**config.mk**
```make
export PLATFORM = sky130hd
export DESIGN_NAME = vedic_mul_seq_ctrl_flat
export DESIGN_NICKNAME = d
export VERILOG_FILES = /design/src/rtl/vedic_mul_pkg.sv /design/src/rtl/vedic_mul_seq_ctrl_if.sv /design/src/rtl/vedic_half_mul.sv /design/src/rtl/vedic_mul_seq_ctrl.sv /design/src/flat_wrapper.sv
export SDC_FILE = /design/constraint.sdc
export NUM_CORES = 1
export LEC_CHECK = 0
export ABC_AREA = 1
export CORE_MARGIN = 2
export CORE_UTILIZATION = 45
export CTS_BUF_LIST = sky130_fd_sc_hd__clkbuf_2 sky130_fd_sc_hd__clkbuf_4 sky130_fd_sc_hd__clkbuf_8
export DETAILED_ROUTE_END_ITERATION = 8
export MAX_ROUTING_LAYER = met4
export PLACE_DENSITY = 0.73
export SLEW_MARGIN = 30
export SYNTH_ARGS = -nofsm -noshare
export SYNTH_HDL_FRONTEND = slang
export SYNTH_SLANG_ARGS = --single-unit
```
**constraint.sdc**
```tcl
create_clock -name clk -period 178.5 [get_ports clk]
set_input_delay 44.625 -clock clk [delete_from_list [all_inputs] [get_ports clk]]
set_output_delay 44.625 -clock clk [all_outputs]
set_load 0.01 [all_outputs]
```
**src/rtl/vedic_mul_pkg.sv**
```systemverilog
// Shared definitions for the sequential Vedic multiplier: FSM encodings, step count
// and the per-step partial-product shift table.
package vedic_mul_pkg;

  typedef enum logic [1:0] {
    S_IDLE = 2'd0,
    S_MUL  = 2'd1,
    S_DONE = 2'd2
  } state_t;

  localparam int N_STEPS = 4;

  // Step order: aL*bL (0), aH*bL (H), aL*bH (H), aH*bH (2H)
  function automatic int step_shift(input logic [1:0] step, input int h);
    case (step)
      2'd0:       return 0;
      2'd1, 2'd2: return h;
      default:    return 2 * h;
    endcase
  endfunction

endpackage

```
**src/rtl/vedic_mul_seq_ctrl_if.sv**
```systemverilog
// Operand/result valid-ready bundle for vedic_mul_seq_ctrl.
interface vedic_mul_seq_ctrl_if #(
  parameter int WIDTH = 32
);
  logic                 in_valid;
  logic                 in_ready;
  logic [WIDTH-1:0]     a;
  logic [WIDTH-1:0]     b;
  logic                 out_valid;
  logic                 out_ready;
  logic [2*WIDTH-1:0]   product;
  logic                 busy;

  modport master (
    output in_valid, a, b, out_ready,
    input  in_ready, out_valid, product, busy
  );

  modport slave (
    input  in_valid, a, b, out_ready,
    output in_ready, out_valid, product, busy
  );
endinterface

```
**src/rtl/vedic_half_mul.sv**
```systemverilog
// Combinational H x H Urdhva-Tiryakbhyam (vertical-and-crosswise) multiplier core:
// each product column sums its crosswise bit pairs plus the carry from the column below.
module vedic_half_mul #(
  parameter int H = 16
) (
  input  logic [H-1:0]   x,
  input  logic [H-1:0]   y,
  output logic [2*H-1:0] p
);

  function automatic logic [2*H-1:0] urdhva(input logic [H-1:0] xv, input logic [H-1:0] yv);
    logic [2*H-1:0] res;
    logic [31:0]    col;
    logic [31:0]    carry;
    int             j;
    res   = '0;
    carry = '0;
    for (int k = 0; k < 2*H-1; k++) begin
      col = carry;
      for (int i = 0; i < H; i++) begin
        j = k - i;
        if (j >= 0 && j < H) col = col + {31'd0, xv[i] & yv[j]};
      end
      res[k] = col[0];
      carry  = col >> 1;
    end
    res[2*H-1] = carry[0];
    return res;
  endfunction

  assign p = urdhva(x, y);

endmodule

```
**src/rtl/vedic_mul_seq_ctrl.sv**
```systemverilog
// Iterative WIDTH x WIDTH multiplier: one H x H Vedic core reused over four steps.
// Optional two's-complement operands under macro VEDIC_MUL_SIGNED_EN.
module vedic_mul_seq_ctrl
  import vedic_mul_pkg::*;
#(
  parameter int WIDTH = 32
) (
  input  logic                 clk,
  input  logic                 rst,
  vedic_mul_seq_ctrl_if.slave  bus
);

  localparam int H  = WIDTH / 2;
  localparam int PW = 2 * WIDTH;

  state_t           r_state, w_state_nxt;
  logic [1:0]       r_step;
  logic [WIDTH-1:0] r_a, r_b;
  logic [PW-1:0]    r_acc, r_product;
  logic [PW-1:0]    w_pp_ext, w_term, w_acc_nxt, w_result;
  logic [H-1:0]     w_x, w_y;
  logic [2*H-1:0]   w_pp;
  logic             w_accept, w_last;

`ifdef VEDIC_MUL_SIGNED_EN
  logic r_neg;

  function automatic logic [WIDTH-1:0] mag(input logic [WIDTH-1:0] v);
    return v[WIDTH-1] ? (~v + 1'b1) : v;
  endfunction
`endif

  assign w_accept = bus.in_valid && (r_state == S_IDLE);
  assign w_last   = (r_state == S_MUL) && (r_step == 2'(N_STEPS - 1));

  // step[0] picks the a half, step[1] picks the b half
  assign w_x = r_step[0] ? r_a[WIDTH-1:H] : r_a[H-1:0];
  assign w_y = r_step[1] ? r_b[WIDTH-1:H] : r_b[H-1:0];

  vedic_half_mul #(.H(H)) u_core (
    .x (w_x),
    .y (w_y),
    .p (w_pp)
  );

  assign w_pp_ext  = PW'(w_pp);
  assign w_term    = w_pp_ext << step_shift(r_step, H);
  assign w_acc_nxt = r_acc + w_term;

`ifdef VEDIC_MUL_SIGNED_EN
  assign w_result = r_neg ? (~w_acc_nxt + 1'b1) : w_acc_nxt;
`else
  assign w_result = w_acc_nxt;
`endif

  always_ff @(posedge clk) begin
    if (rst) r_state <= S_IDLE;
    else     r_state <= w_state_nxt;
  end

  always_comb begin
    w_state_nxt = r_state;
    case (r_state)
      S_IDLE:  if (w_accept)      w_state_nxt = S_MUL;
      S_MUL:   if (w_last)        w_state_nxt = S_DONE;
      S_DONE:  if (bus.out_ready) w_state_nxt = S_IDLE;
      default:                    w_state_nxt = S_IDLE;
    endcase
  end

  // Operand latch: loaded only at accept, so later bus activity cannot disturb it
  always_ff @(posedge clk) begin
    if (w_accept) begin
`ifdef VEDIC_MUL_SIGNED_EN
      r_a   <= mag(bus.a);
      r_b   <= mag(bus.b);
      r_neg <= bus.a[WIDTH-1] ^ bus.b[WIDTH-1];
`else
      r_a <= bus.a;
      r_b <= bus.b;
`endif
    end
  end

  always_ff @(posedge clk) begin
    if (rst) begin
      r_step    <= '0;
      r_acc     <= '0;
      r_product <= '0;
    end else if (w_accept) begin
      r_step <= '0;
      r_acc  <= '0;
    end else if (r_state == S_MUL) begin
      r_acc  <= w_acc_nxt;
      r_step <= r_step + 2'd1;
      if (w_last) r_product <= w_result;
    end
  end

  assign bus.in_ready  = (r_state == S_IDLE);
  assign bus.busy      = (r_state != S_IDLE);
  assign bus.out_valid = (r_state == S_DONE);
  assign bus.product   = r_product;

endmodule

```
**src/flat_wrapper.sv**
```systemverilog
// flat-port wrapper written by rule: the top's interface ports become plain ports
module vedic_mul_seq_ctrl_flat import vedic_mul_pkg::*;
#(
  parameter int WIDTH = 32
)
  (clk, rst, bus_in_valid, bus_a, bus_b, bus_out_ready, bus_in_ready, bus_out_valid, bus_product, bus_busy);
  vedic_mul_seq_ctrl_if #(.WIDTH(WIDTH)) bus_i ();
  input  logic clk;
  input  logic rst;
  input wire logic [$bits(bus_i.in_valid)-1:0] bus_in_valid;
  input wire logic [$bits(bus_i.a)-1:0] bus_a;
  input wire logic [$bits(bus_i.b)-1:0] bus_b;
  input wire logic [$bits(bus_i.out_ready)-1:0] bus_out_ready;
  output wire logic [$bits(bus_i.in_ready)-1:0] bus_in_ready;
  output wire logic [$bits(bus_i.out_valid)-1:0] bus_out_valid;
  output wire logic [$bits(bus_i.product)-1:0] bus_product;
  output wire logic [$bits(bus_i.busy)-1:0] bus_busy;
  assign bus_i.in_valid = bus_in_valid;
  assign bus_i.a = bus_a;
  assign bus_i.b = bus_b;
  assign bus_i.out_ready = bus_out_ready;
  assign bus_in_ready = bus_i.in_ready;
  assign bus_out_valid = bus_i.out_valid;
  assign bus_product = bus_i.product;
  assign bus_busy = bus_i.busy;
  vedic_mul_seq_ctrl #(.WIDTH(WIDTH)) u_core (.clk(clk), .rst(rst), .bus(bus_i));
endmodule
```
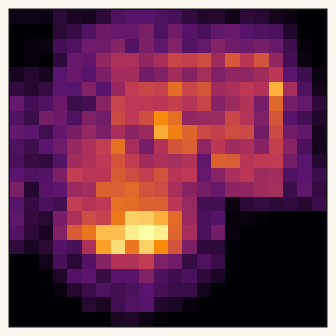
wire_density.png
22 x 22 tiles, from black (low) to pale yellow (high), scaled to the fullest tile. Values are wire area over tile area, all layers added.
- tiles over half the peak: 17%
- emptiest ninth of the die: bottom right
- densest ninth of the die: middle
wirelength, routed: 61500 µm
All-Layer GR Usage: 0.260
via total after detailed routing: 18900
post-detailed-route wirelength per cell: 17.2 µm

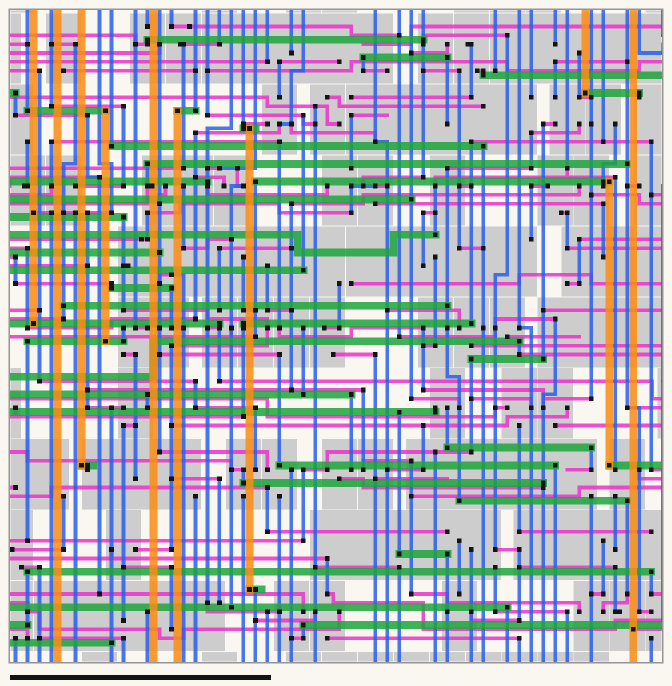
zoom.png
Bar = 10 µm. Window x 98 to 123, y 54 to 79 µm. Cells in gray, sequential cells in the stronger gray; small squares are vias.
- met4: orange
- met1: magenta
- met3: green
- met2: blue
- most frequent: nor2_1 (22), nand2_1 (13), fa_1 (11)
- cells with their middle in the window: 59
- sequential cells in the window: 0

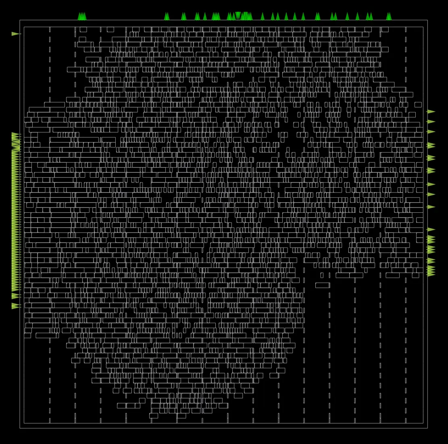
final_placement.png
Well-Tap Cells: 607
flip-flop and latch count: 196
sequential fraction of total cell area: 0.192

==> run summary <==
Number of global-route vias before repair = 18200
OpenROAD warning count = 26
Starting density of the core = 0.457
Number of post-CTS setup repair buffers = 0
FF+latch area = 0.00457 mm²
MaxCap Viol Count = 0
Yosys top cell by instances = inv_1
Required time of the worst setup path = 178.97 ns
Chip Width = 221 µm
Pre-CTS setup slack = 106.98 ns
Worst setup startpoint = u_core.r_step[1]
Asr flop ratio synth = 0
Outcome = finished clean
Area figure in the yosys stat output = 0.0213 mm²
Combinational cell area excluding buffers and inverters = 0.0142 mm²
Nets in the synthesized netlist = 3304
Buffers on Ports = 134
Number of sinks handled by clock tree synthesis = 196
Row count = 79
Number of setup violations in the final report = 0
Yosys stat cell total = 2836
Sum of net half-perimeters after detailed placement = 48900 µm
Master cell of the clock root buffer = clkbuf_8
Most used DFF post-synth = dfxtp_1
Final Skew = 0.0223 ns
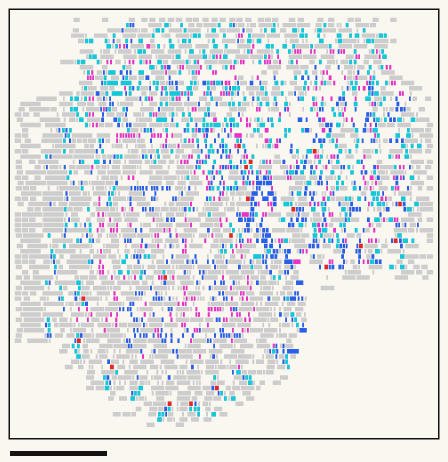
gate_families.png
Bar = 50 µm.
- NAND gates: blue (cells 573; most used nand2_1)
- NOR gates: magenta (cells 382; most used nor2_1)
- inverting AOI/OAI gates: cyan (cells 473; most used o21ai_0)
- AND and OR gates: red (cells 18)
logic share of the area: 0.598
non-filler instance count after layout: 3575
Commonest Layout Cell: inv_1

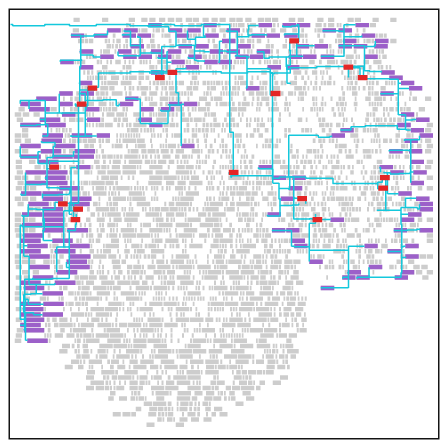
clock_map.png
- cells driving clock nets: red (count 17)
- flip-flops: purple (count 196)
- clock wires: cyan (length 2740 µm)
- routed clock nets: 18
Latency at later pin: 0.52 ns

==> final cells by class <==
type,count,share of cell area
Multi-Input combinational cell,1980,0.598
Sequential cell,196,0.192
Inverter,588,0.0931
Timing Repair Buffer,170,0.0680
Tap cell,607,0.0320
Clock buffer,17,0.00985
Clock inverter,15,0.00653
Antenna cell,2,0.000211
==> through the flow <==
step | std cells | instance area [µm²] | utilization
after floorplan | 2836 | 21300 | -
after global placement | 3541 | 23300 | 0.501
after detailed placement | 3541 | 23300 | 0.501
after CTS | 3573 | 23700 | 0.510
after global routing | 3574 | 23700 | 0.510
final | 3575 | 23700 | 0.510
==> metal layers <==
metal | routed length [µm] | GRT usage
met5 | 0 | -
met4 | 2120 | 0.0840
met3 | 5430 | 0.0503
met2 | 27400 | 0.398
met1 | 26600 | 0.347
==> critical path, delay by kind of cell, from the launching register on <==
family	cells	cell delay (ns)
AOI/OAI and AO/OA	8	2.35
adders and majority gates	139	64.65
buffers and inverters	49	3.16
DFF	1	0.32
and+or+nand+nor	6	0.97
==> cells by family (layout without fill, tap and decap cells) <==
group | Yosys count | count (layout) | synth area share
and+or+nand+nor | 973 | 973 | 0.190
other | 0 | 2 | 0
adders and majority gates | 400 | 400 | 0.296
AOI/OAI and AO/OA | 506 | 506 | 0.140
buffers and inverters | 660 | 790 | 0.118
xor gates and xnor gates | 101 | 101 | 0.0416
DFF | 196 | 196 | 0.215
